run_1/placement.png
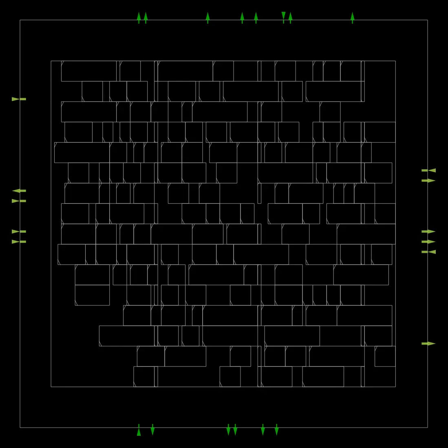
run_1/metal_density.png
11 x 11 tiles, from black (low) to pale yellow (high), scaled to the fullest tile. Values are wire area over tile area, all layers added.
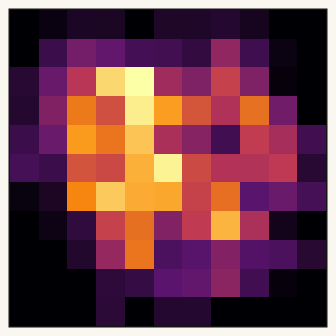
run_1/logic_types.png
The bar under the picture is 20 µm long.
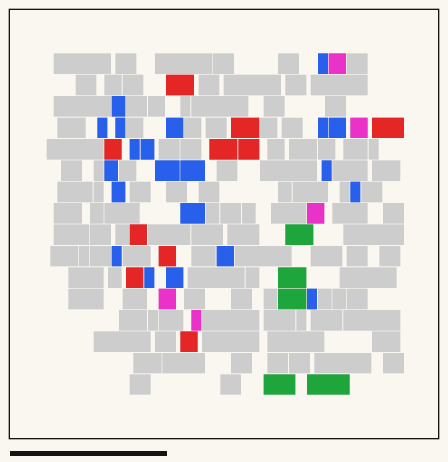
run_1/clk_routes.png
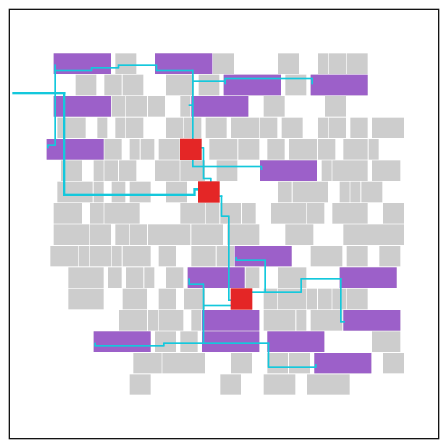
<file path="config.mk">
export PLATFORM = sky130hd
export DESIGN_NAME = johnson_counter_p_flat
export DESIGN_NICKNAME = d
export VERILOG_FILES = /design/src/rtl/johnson_counter_p_if.sv /design/src/rtl/johnson_counter_p.sv /design/src/flat_wrapper.sv
export SDC_FILE = /design/constraint.sdc
export NUM_CORES = 1
export LEC_CHECK = 0
export ABC_CLOCK_PERIOD_IN_PS = 3000
export CAP_MARGIN = 0
export CORE_MARGIN = 4
export CORE_UTILIZATION = 53
export DETAILED_ROUTE_END_ITERATION = 8
export PLACE_DENSITY = 0.83
export SYNTH_ARGS = -nofsm -noshare
export SYNTH_HDL_FRONTEND = slang
export SYNTH_SLANG_ARGS = --single-unit
export TNS_END_PERCENT = 1
</file>
<file path="constraint.sdc">
create_clock -name clk -period 3 [get_ports clk]
set_clock_uncertainty 0.15 [all_clocks]
set_input_delay 0.6 -clock clk [delete_from_list [all_inputs] [get_ports clk]]
set_output_delay 0.6 -clock clk [all_outputs]
set_load 0.1 [all_outputs]
</file>
<file path="src/rtl/johnson_counter_p_if.sv">
// Control/status bundle for the parametrised Johnson counter.
// The controller uses the master modport and the counter uses the slave modport.
interface johnson_counter_p_if #(
  parameter int unsigned WIDTH = 4
) ();
  localparam int unsigned IDX_W = $clog2(2 * WIDTH);

  logic               en;
  logic               dir;
  logic               load;
  logic [IDX_W-1:0]   load_idx;
  logic [WIDTH-1:0]   count;
  logic [IDX_W-1:0]   idx;
  logic [2*WIDTH-1:0] phase;
  logic               wrap;
  logic               err;

  modport master (
    output en, dir, load, load_idx,
    input  count, idx, phase, wrap, err
  );

  modport slave (
    input  en, dir, load, load_idx,
    output count, idx, phase, wrap, err
  );
endinterface

</file>
<file path="src/rtl/johnson_counter_p.sv">
// Parametrised Johnson counter with up/down stepping, index load, one-hot phase decode,
// a wrap pulse, and self-correction of illegal codes.
module johnson_counter_p #(
  parameter int unsigned WIDTH   = 4,
  parameter int unsigned RST_IDX = 0
) (
  input  logic              clk,
  input  logic              n_rst,
  johnson_counter_p_if.slave bus
);
  localparam int unsigned NSTATES = 2 * WIDTH;
  localparam int unsigned IDX_W   = $clog2(NSTATES);
  localparam logic [IDX_W:0]   NSTATES_V = (IDX_W+1)'(NSTATES);
  localparam logic [IDX_W-1:0] LAST_IDX  = IDX_W'(NSTATES - 1);
  localparam logic [IDX_W-1:0] RST_IDX_V = IDX_W'(RST_IDX);

  // Johnson code for sequence index k: low k ones up to WIDTH, then a shrinking high block.
  function automatic logic [WIDTH-1:0] code(input int unsigned k);
    logic [WIDTH-1:0] c;
    for (int unsigned i = 0; i < WIDTH; i++) begin
      c[i] = (k <= WIDTH) ? (i < k) : (i >= k - WIDTH);
    end
    return c;
  endfunction

  function automatic logic [NSTATES-1:0] onehot(input logic [IDX_W-1:0] k);
    logic [NSTATES-1:0] p;
    p    = '0;
    p[k] = 1'b1;
    return p;
  endfunction

  logic [WIDTH-1:0]   count_q, count_d;
  logic [IDX_W-1:0]   idx_q, idx_d;
  logic [NSTATES-1:0] phase_q, phase_d;
  logic               wrap_q, wrap_d;
  logic               err_q, err_d;
  logic               legal_c;
  logic               load_ok_c;
  logic [WIDTH-1:0]   inv_c;

  // Legal codes are a block of ones anchored at bit 0 or at bit WIDTH-1.
  always_comb begin
    inv_c     = ~count_q;
    legal_c   = ((count_q & (count_q + WIDTH'(1))) == '0) ||
                ((inv_c & (inv_c + WIDTH'(1))) == '0);
    load_ok_c = {1'b0, bus.load_idx} < NSTATES_V;
  end

  always_comb begin
    count_d = count_q;
    idx_d   = idx_q;
    phase_d = phase_q;
    wrap_d  = 1'b0;
    err_d   = 1'b0;
    if (bus.load) begin
      if (load_ok_c) begin
        count_d = code(32'(bus.load_idx));
        idx_d   = bus.load_idx;
        phase_d = onehot(bus.load_idx);
      end else begin
        err_d = 1'b1;
      end
    end else if (!legal_c) begin
      count_d = '0;
      idx_d   = '0;
      phase_d = onehot('0);
      err_d   = 1'b1;
    end else if (bus.en) begin
      if (!bus.dir) begin
        count_d = {count_q[WIDTH-2:0], ~count_q[WIDTH-1]};
        idx_d   = (idx_q == LAST_IDX) ? '0 : idx_q + IDX_W'(1);
        wrap_d  = (idx_q == LAST_IDX);
      end else begin
        count_d = {~count_q[0], count_q[WIDTH-1:1]};
        idx_d   = (idx_q == '0) ? LAST_IDX : idx_q - IDX_W'(1);
        wrap_d  = (idx_q == '0);
      end
      phase_d = onehot(idx_d);
    end
  end

  always_ff @(posedge clk) begin
    if (!n_rst) begin
      count_q <= code(RST_IDX);
      idx_q   <= RST_IDX_V;
      phase_q <= onehot(RST_IDX_V);
      wrap_q  <= 1'b0;
      err_q   <= 1'b0;
    end else begin
      count_q <= count_d;
      idx_q   <= idx_d;
      phase_q <= phase_d;
      wrap_q  <= wrap_d;
      err_q   <= err_d;
    end
  end

  assign bus.count = count_q;
  assign bus.idx   = idx_q;
  assign bus.phase = phase_q;
  assign bus.wrap  = wrap_q;
  assign bus.err   = err_q;
endmodule

</file>
<file path="src/flat_wrapper.sv">
// flat-port wrapper written by rule: the top's interface ports become plain ports
module johnson_counter_p_flat 
#(
  parameter int unsigned WIDTH   = 4,
  parameter int unsigned RST_IDX = 0
)
  (clk, n_rst, bus_en, bus_dir, bus_load, bus_load_idx, bus_count, bus_idx, bus_phase, bus_wrap, bus_err);
  johnson_counter_p_if #(.WIDTH(WIDTH)) bus_i ();
  input  logic clk;
  input  logic n_rst;
  input wire logic [$bits(bus_i.en)-1:0] bus_en;
  input wire logic [$bits(bus_i.dir)-1:0] bus_dir;
  input wire logic [$bits(bus_i.load)-1:0] bus_load;
  input wire logic [$bits(bus_i.load_idx)-1:0] bus_load_idx;
  output wire logic [$bits(bus_i.count)-1:0] bus_count;
  output wire logic [$bits(bus_i.idx)-1:0] bus_idx;
  output wire logic [$bits(bus_i.phase)-1:0] bus_phase;
  output wire logic [$bits(bus_i.wrap)-1:0] bus_wrap;
  output wire logic [$bits(bus_i.err)-1:0] bus_err;
  assign bus_i.en = bus_en;
  assign bus_i.dir = bus_dir;
  assign bus_i.load = bus_load;
  assign bus_i.load_idx = bus_load_idx;
  assign bus_count = bus_i.count;
  assign bus_idx = bus_i.idx;
  assign bus_phase = bus_i.phase;
  assign bus_wrap = bus_i.wrap;
  assign bus_err = bus_i.err;
  johnson_counter_p #(.WIDTH(WIDTH), .RST_IDX(RST_IDX)) u_core (.clk(clk), .n_rst(n_rst), .bus(bus_i));
endmodule
</file>
==> results.json, run 1 <==
{
  "clk_pin_slew_worst_paths_ns": 0.10,
  "drv_slew": 0,
  "overflow": 0,
  "power_mw": 0.767,
  "dp_cells": 174,
  "cts_buffers": 3,
  "syn2layout_area_growth_pct": 22.7,
  "ys_types": 39,
  "crit_path_start_kind": "input port",
  "cp.depth": 5,
  "crit_path_max_fanout": 18,
  "worstHoldStart": "u_core.bus.phase[0]$_SDFFE_PN1P_",
  "viasPerCell": 6.19,
  "syn_inst": 126,
  "criticalPathCategory": "input port to flip-flop",
  "status": "completed",
  "slowest_delay_ns": 0.56,
  "vdd_drop_max_mv": 0.366,
  "synth.most_common_cell": "dfxtp_1",
  "cts_tree": "yes",
  "htree_levels": 1,
  "grt_pass1_vias": 1045,
  "yosys.area.top_type": "dfxtp_1",
  "cts_resized": 0,
  "finalInstanceArea_um2": 1400,
  "r2r-end": "u_core.bus.phase[2]$_SDFFE_PN0P_",
  "portBuffers": 24,
  "yosys-top-cells-area": "dfxtp_1 30%, ha_1 9.9%, o31ai_1 5.9%",
  "place_hpwl_mm": 2.06,
  "min_period_ns": 2.29,
  "crit_slowest_cell": "or4_1",
  "cp-endpoint": "u_core.bus.phase[6]$_SDFFE_PN0P_",
  "whs_path_depth": 2,
  "reg2reg_depth": 6,
  "netlist_area_um2": 1140,
  "startpoint": "bus_load",
  "warnings": 32,
  "maxCapViolations": 0,
  "rsz0062_at_grt": "false",
  "cts-root-buf": "clkbuf_4",
  "hold_slack_ns": 0.392,
  "cts.sink_count": 17,
  "cts_hold_buf": 0,
  "p_per_area_nw_per_um2": 547,
  "yosysWarnings": 0,
  "r2r-start": "u_core.bus.idx[1]$_SDFFE_PN0P_",
  "ys_cells": 126,
  "utilization": 0.700,
  "chipArea_um2": 2960
}
Back to the opening pictures, placement.png:
Core ar.: 2000 µm²
Filler cells: 177
Placement Rows: 16

Back to the opening pictures, metal_density.png:
densest ninth of the die: centre
nearly empty tiles: 22%
mean over tiles: 0.15
tiles over half the peak: 25%
fullest tile: 0.52
final wirelength: 2.82 mm
vias: 1102
Tot GR Track Use: 0.214
routed length per placed instance: 15.8 µm

Back to the opening pictures, logic_types.png:
| colour | family | cells |
|---|---|---|
| red | AND and OR gates | 10 |
| blue | NAND gates | 21 |
| green | multiplexers | 5 |
| magenta | NOR gates | 5 |
Layout Cells excl Fill: 178
Top cell excl fill/tap: buf_4

Back to the opening pictures, clk_routes.png:
[purple] flip-flops | count: 17
[red] clock drivers | count: 3
[cyan] clock wires | length: 207 µm
routed clock nets: 4
flops lie: widely spread
clk pwr: 0.121 mW
Clk pwr share: 0.158
clk_lat worst skew: 0.28 ns

==> run 1: cells by family (layout without fill, tap and decap cells) <==
| kind of cell | count (synthesis) | after routing | share of synthesized area |
|---|---|---|---|
| adders and majority gates | 9 | 9 | 0.0986 |
| muxes | 5 | 5 | 0.0493 |
| and+or+nand+nor | 36 | 36 | 0.191 |
| DFF | 17 | 17 | 0.298 |
| buffers and inverters | 15 | 40 | 0.0548 |
| AOI/OAI and AO/OA | 44 | 44 | 0.309 |
==> run 1: worst min-delay path: stages, from the launching register on <==
cell	delay [ns]
dfxtp_1	0.33
nand2b_1	0.07
a41oi_1	0.11
==> run 1: layout make-up <==
| cell class | instances | area (µm²) |
|---|---|---|
| inverter | 7 | 26.3 |
| clock buffer | 4 | 26.3 |
| timing repair buffer | 29 | 235 |
| tap | 27 | 33.8 |
| fill | 177 | 601 |
| multi-input combinational | 94 | 739 |
| sequential | 17 | 340 |
==> run 1: power breakdown <==
part / switching, mW / internal, mW / total (mW)
registers: 0.0227 / 0.248 / 0.270
logic: 0.266 / 0.110 / 0.376
clock network: 0.0693 / 0.0516 / 0.121
==> run 1: metal layers <==
| layer | routed length, µm | track usage |
|---|---|---|
| met5 | 0 | 0 |
| met4 | 12 | 0.0830 |
| met3 | 187 | 0.0409 |
| met2 | 1340 | 0.327 |
| met1 | 1280 | 0.295 |
==> run 1: sequential cells by signal (all words and copies together) (netlist names) <==
name	cells
u_core.bus.phase	8
u_core.bus.count	4
u_core.bus.wrap	1
u_core.bus.err	1
u_core.bus.idx	3
==> run 1 -> run 2 <==
--- a/config.mk
+++ b/config.mk
@@ -5,12 +5,12 @@
 export SDC_FILE = /design/constraint.sdc
 export NUM_CORES = 1
 export LEC_CHECK = 0
-export ABC_CLOCK_PERIOD_IN_PS = 3000
+export ABC_CLOCK_PERIOD_IN_PS = 2150
 export CAP_MARGIN = 0
 export CORE_MARGIN = 4
-export CORE_UTILIZATION = 53
+export CORE_UTILIZATION = 50
 export DETAILED_ROUTE_END_ITERATION = 8
-export PLACE_DENSITY = 0.83
+export PLACE_DENSITY = 0.79
 export SYNTH_ARGS = -nofsm -noshare
 export SYNTH_HDL_FRONTEND = slang
 export SYNTH_SLANG_ARGS = --single-unit
==> constraint.sdc (replaced) <==
create_clock -name clk -period 2.15 [get_ports clk]
set_clock_uncertainty 0.15 [all_clocks]
set_input_delay 0.43 -clock clk [delete_from_list [all_inputs] [get_ports clk]]
set_output_delay 0.43 -clock clk [all_outputs]
set_load 0.1 [all_outputs]
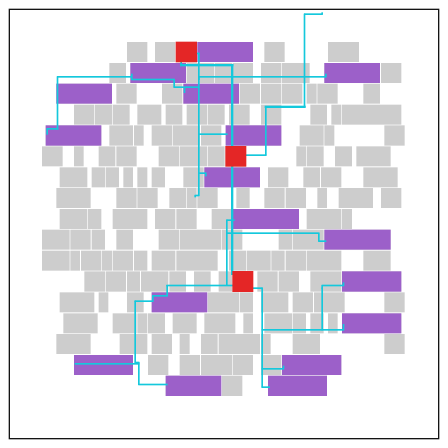
run_2/clk_routes.png
[cyan] clock wires | length: 244 µm
[purple] flip-flops | count: 17
[red] clock drivers | count: 3
routed clock nets: 4
flops lie: widely spread
clk_lat worst skew: 0.31 ns
Clk pwr share: 0.160
clk pwr: 0.183 mW

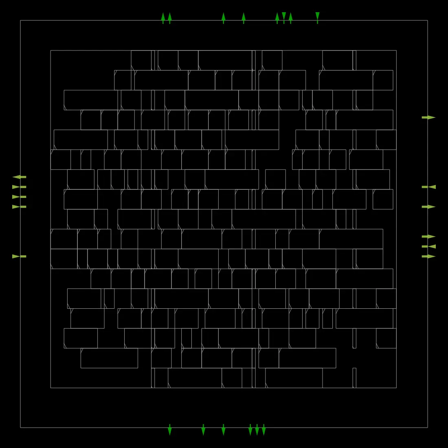
run_2/placement.png
utilization after layout: 0.709
Seq/total area: 0.228
Core ar.: 2190 µm²

==> run 2 against run 1 <==
- clock power is 51% higher
- critical path depth grew 1
- synthesized cell count unchanged
- hold slack worse by 0.033 ns
- critical path type is now flip-flop to flip-flop
- die size increased by 5.1%
- non-clock buffer count increased by 18
==> results.json, run 2 <==
{
  "status": "completed",
  "yosysWarnings": 0,
  "lay_top_count": "buf_4",
  "critPathBufInv": 1,
  "crit_path_max_fanout": 6,
  "criticalPathCategory": "flip-flop to flip-flop",
  "hold_slack_ns": 0.359,
  "htree_levels": 1,
  "syn_area_per_cell_um2": 9.07,
  "yosys.area.top_type": "dfxtp_1",
  "chipArea_um2": 3110,
  "cts-root-buf": "clkbuf_4",
  "crit_path_start_kind": "flip-flop",
  "p_per_area_nw_per_um2": 737,
  "ys_types": 39,
  "power_mw": 1.15,
  "rows": 17,
  "syn2layout_area_growth_pct": 36.0,
  "drv_slew": 0,
  "slowest_delay_ns": 0.46,
  "crit_slowest_cell": "or4b_1",
  "cts_hold_buf": 0,
  "fin_cells": 197,
  "cts.sink_count": 17,
  "warnings": 33,
  "min_period_ns": 2.08,
  "clk_pin_slew_worst_paths_ns": 0.11,
  "netlist_area_um2": 1140,
  "portBuffers": 24,
  "vias": 1166,
  "yosys-top-cells-area": "dfxtp_1 30%, ha_1 9.9%, o31ai_1 5.9%",
  "cts_tree": "yes",
  "grt_use_total": 0.196,
  "viasPerCell": 5.92,
  "finalInstanceArea_um2": 1550,
  "routedWlPerCell_um": 15.6,
  "synth.most_common_cell": "dfxtp_1",
  "maxCapViolations": 0,
  "place_hpwl_mm": 2.36,
  "wl_mm": 3.07
}
==> run 2: what timing repair did <==
item	in CTS	in global routing
hold endpoints to repair	0	0
buffers inserted	0	2
gates resized	0	1
setup endpoints to repair	0	3
==> run 2: power by group <==
group	internal [mW]	leakage [nW]	total (mW)	switching (mW)
sequential	0.349	0.143	0.379	0.0299
clock	0.0724	0.0150	0.183	0.111
combinational	0.199	0.540	0.584	0.385
total	0.620	0.698	1.15	0.526
==> run 2: area by class of cell <==
cell class | count | area (µm²)
Inverter | 7 | 26.3
Tap cell | 28 | 35.0
Clock buffer | 4 | 26.3
Timing Repair Buffer | 47 | 373
Sequential cell | 17 | 354
Multi-Input combinational cell | 94 | 739
Fill cell | 181 | 637
==> run 2: cell families after synthesis <==
group           Yosys count  share of synthesized area
compound gates           44                      0.309
simple gates             36                      0.191
flops                    17                      0.298
buf+inv                  15                     0.0548
fa+ha+maj                 9                     0.0986
mux                       5                     0.0493
==> run 2: worst paths after layout <==
check	cells after the start	from	slack (ns)	end
setup / recovery	6	u_core.bus.idx[0]$_SDFFE_PN0P_	0.07	u_core.bus.phase[2]$_SDFFE_PN0P_
hold / removal	3	bus_dir	0.36	u_core.bus.wrap$_SDFF_PP0_
setup reg to reg	6	u_core.bus.idx[0]$_SDFFE_PN0P_	0.07	u_core.bus.phase[2]$_SDFFE_PN0P_
hold reg to reg	2	u_core.bus.phase[0]$_SDFFE_PN1P_	0.39	u_core.bus.phase[0]$_SDFFE_PN1P_
==> run 2: metal layers <==
metal  part of all wire  GRT usage  wire [µm]
met5                  0          0          0
met1               0.42      0.242       1300
met2               0.50      0.336       1530
met3              0.062     0.0186        189
met4              0.018     0.0972         56
==> run 2 -> run 3 <==
--- a/config.mk
+++ b/config.mk
@@ -6,7 +6,7 @@
 export NUM_CORES = 1
 export LEC_CHECK = 0
 export ABC_CLOCK_PERIOD_IN_PS = 2150
-export CAP_MARGIN = 0
+export CAP_MARGIN = 20
 export CORE_MARGIN = 4
 export CORE_UTILIZATION = 50
 export DETAILED_ROUTE_END_ITERATION = 8
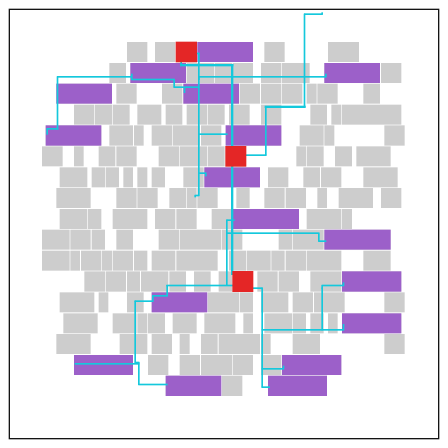
run_3/clk_routes.png
[cyan] clock wires | length: 244 µm
[red] clock drivers | count: 3
[purple] flip-flops | count: 17
flops lie: widely spread
routed clock nets: 4

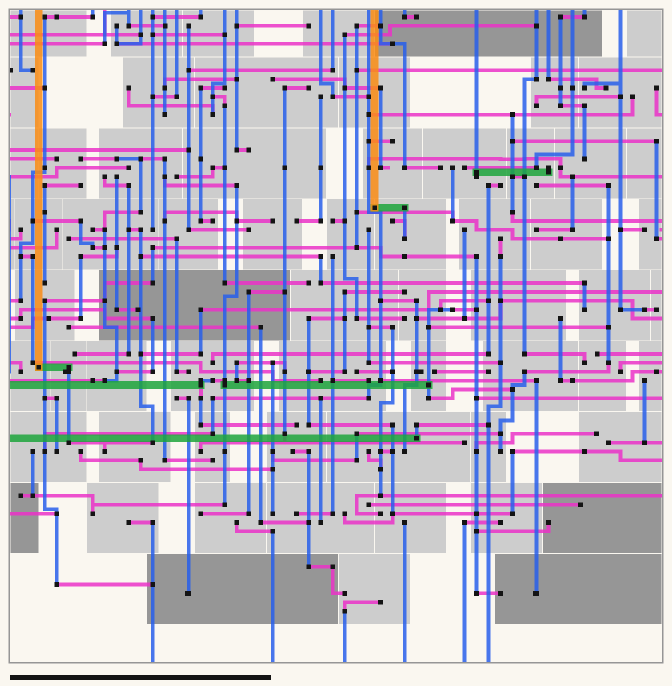
run_3/detail.png
The bar under the picture is 10 µm long. Window x 15 to 40, y 4 to 29 µm. Cells in grey, sequential cells in the stronger grey; small squares are vias.
| colour | layer |
|---|---|
| blue | metal 2 |
| green | metal 3 |
| magenta | metal 1 |
| orange | metal 4 |
most frequent: buf_4 (13), a21oi_1 (6)
sequential cells in the window: 5
netlist names of flops here include: `u_core.bus.count` (2)
cells with their middle in the window: 54

==> run 3 against run 2 <==
- total power unchanged
- sequential cell count unchanged
- clock-buffer cell count unchanged
- synthesized cell count unchanged
- critical path type unchanged
- largest cell class unchanged
- highest routed layer unchanged
- hold slack unchanged
==> results.json, run 3 <==
{
  "status": "completed",
  "adder_share": 0.0986,
  "highest_layer": "met4",
  "wl_met3_um": 189,
  "routedWlPerCell_um": 15.6,
  "seq_cell_power_mw": 0.379,
  "wl_met2_mm": 1.53,
  "clk_pin_slew_worst_paths_ns": 0.11,
  "simple_gate_share": 0.191,
  "internal_power_mw": 0.620,
  "maxCapViolations": 0,
  "rows": 17,
  "synth.most_common_cell": "dfxtp_1",
  "yosysWarnings": 0,
  "slowest_delay_ns": 0.46,
  "min_period_ns": 2.08,
  "register_area_um2": 354,
  "cts_hold_buf": 0,
  "syn_area_per_cell_um2": 9.07,
  "place_hpwl_mm": 2.36,
  "synth-xor-area-share": 0,
  "crit_path_max_fanout": 6,
  "comb_area_um2": 739,
  "cts.sink_count": 17,
  "criticalPathCategory": "flip-flop to flip-flop",
  "cts-root-buf": "clkbuf_4",
  "drv_slew": 0,
  "grt-busiest-layer": "met2",
  "core_um2": 2190,
  "yosys.area.top_type": "dfxtp_1",
  "combinationalPower_mw": 0.584,
  "critPathBufInv": 1,
  "hold_slack_ns": 0.359,
  "p_per_area_nw_per_um2": 737,
  "lay_top_count": "buf_4",
  "crit_path_start_kind": "flip-flop",
  "warnings": 33,
  "seqPwrFrac": 0.330,
  "grt.met2_usage": 0.336,
  "pwr-share-comb": 0.510,
  "fill_cells": 181,
  "wl_met1_mm": 1.30,
  "power.group.top": "combinational cells",
  "met3_usage": 0.0186,
  "fin_cells": 197,
  "clk_latency_ns": 0.31,
  "yosys-top-cells-area": "dfxtp_1 30%, ha_1 9.9%, o31ai_1 5.9%",
  "chipArea_um2": 3110,
  "aoi_share": 0.309,
  "use_met1": 0.242
}
run 3: final cells by class:
| type | count | area share |
|---|---|---|
| multi-input cells | 94 | 0.476 |
| repair buffers | 47 | 0.240 |
| flip-flops and latches | 17 | 0.228 |
| well taps | 28 | 0.0225 |
| clock buffers | 4 | 0.0169 |
| inverters | 7 | 0.0169 |
run 3: what timing repair did:
action | CTS | global route
buffers inserted | 0 | 2
resized | 0 | 1
endpoints found under the setup margin | 0 | 3
run 3: cells by family (layout without fill, tap and decap cells):
group	Yosys count	in the layout
compound gates	44	44
mux	5	5
simple gates	36	36
fa+ha+maj	9	9
flops	17	17
buf+inv	15	58
run 3: stage by stage:
step / util / power [mW] / TNS (ns) / cell area, µm² / setup WS [ns]
after global routing: 0.709 / 1.20 / -0.0222 / 1550 / -0.0222
after detailed placement: 0.689 / 0.957 / -1.28 / 1510 / -0.216
after global placement: 0.689 / 0.942 / -0.768 / 1510 / -0.141
after CTS: 0.701 / 1.13 / 0 / 1540 / 0.0188
final: 0.709 / 1.15 / 0 / 1550 / 0.0736
after floorplan: - / 0.786 / -0.254 / 1160 / -0.116
run 3: final timing paths:
kind	start	endpoint	slack, ns	cells past startpoint
max	u_core.bus.idx[0]$_SDFFE_PN0P_	u_core.bus.phase[2]$_SDFFE_PN0P_	0.07	6
min	bus_dir	u_core.bus.wrap$_SDFF_PP0_	0.36	3
max reg2reg	u_core.bus.idx[0]$_SDFFE_PN0P_	u_core.bus.phase[2]$_SDFFE_PN0P_	0.07	6
min reg2reg	u_core.bus.phase[0]$_SDFFE_PN1P_	u_core.bus.phase[0]$_SDFFE_PN1P_	0.39	2
run 3: worst reg2reg max path: stages (launching register included):
cell	delay (ns)
dfxtp_4	0.37
inv_1	0.07
ha_1	0.22
or3_4	0.38
a31oi_4	0.22
or4b_1	0.46
a31oi_1	0.13
Power is estimated from default activity; no workload was simulated.
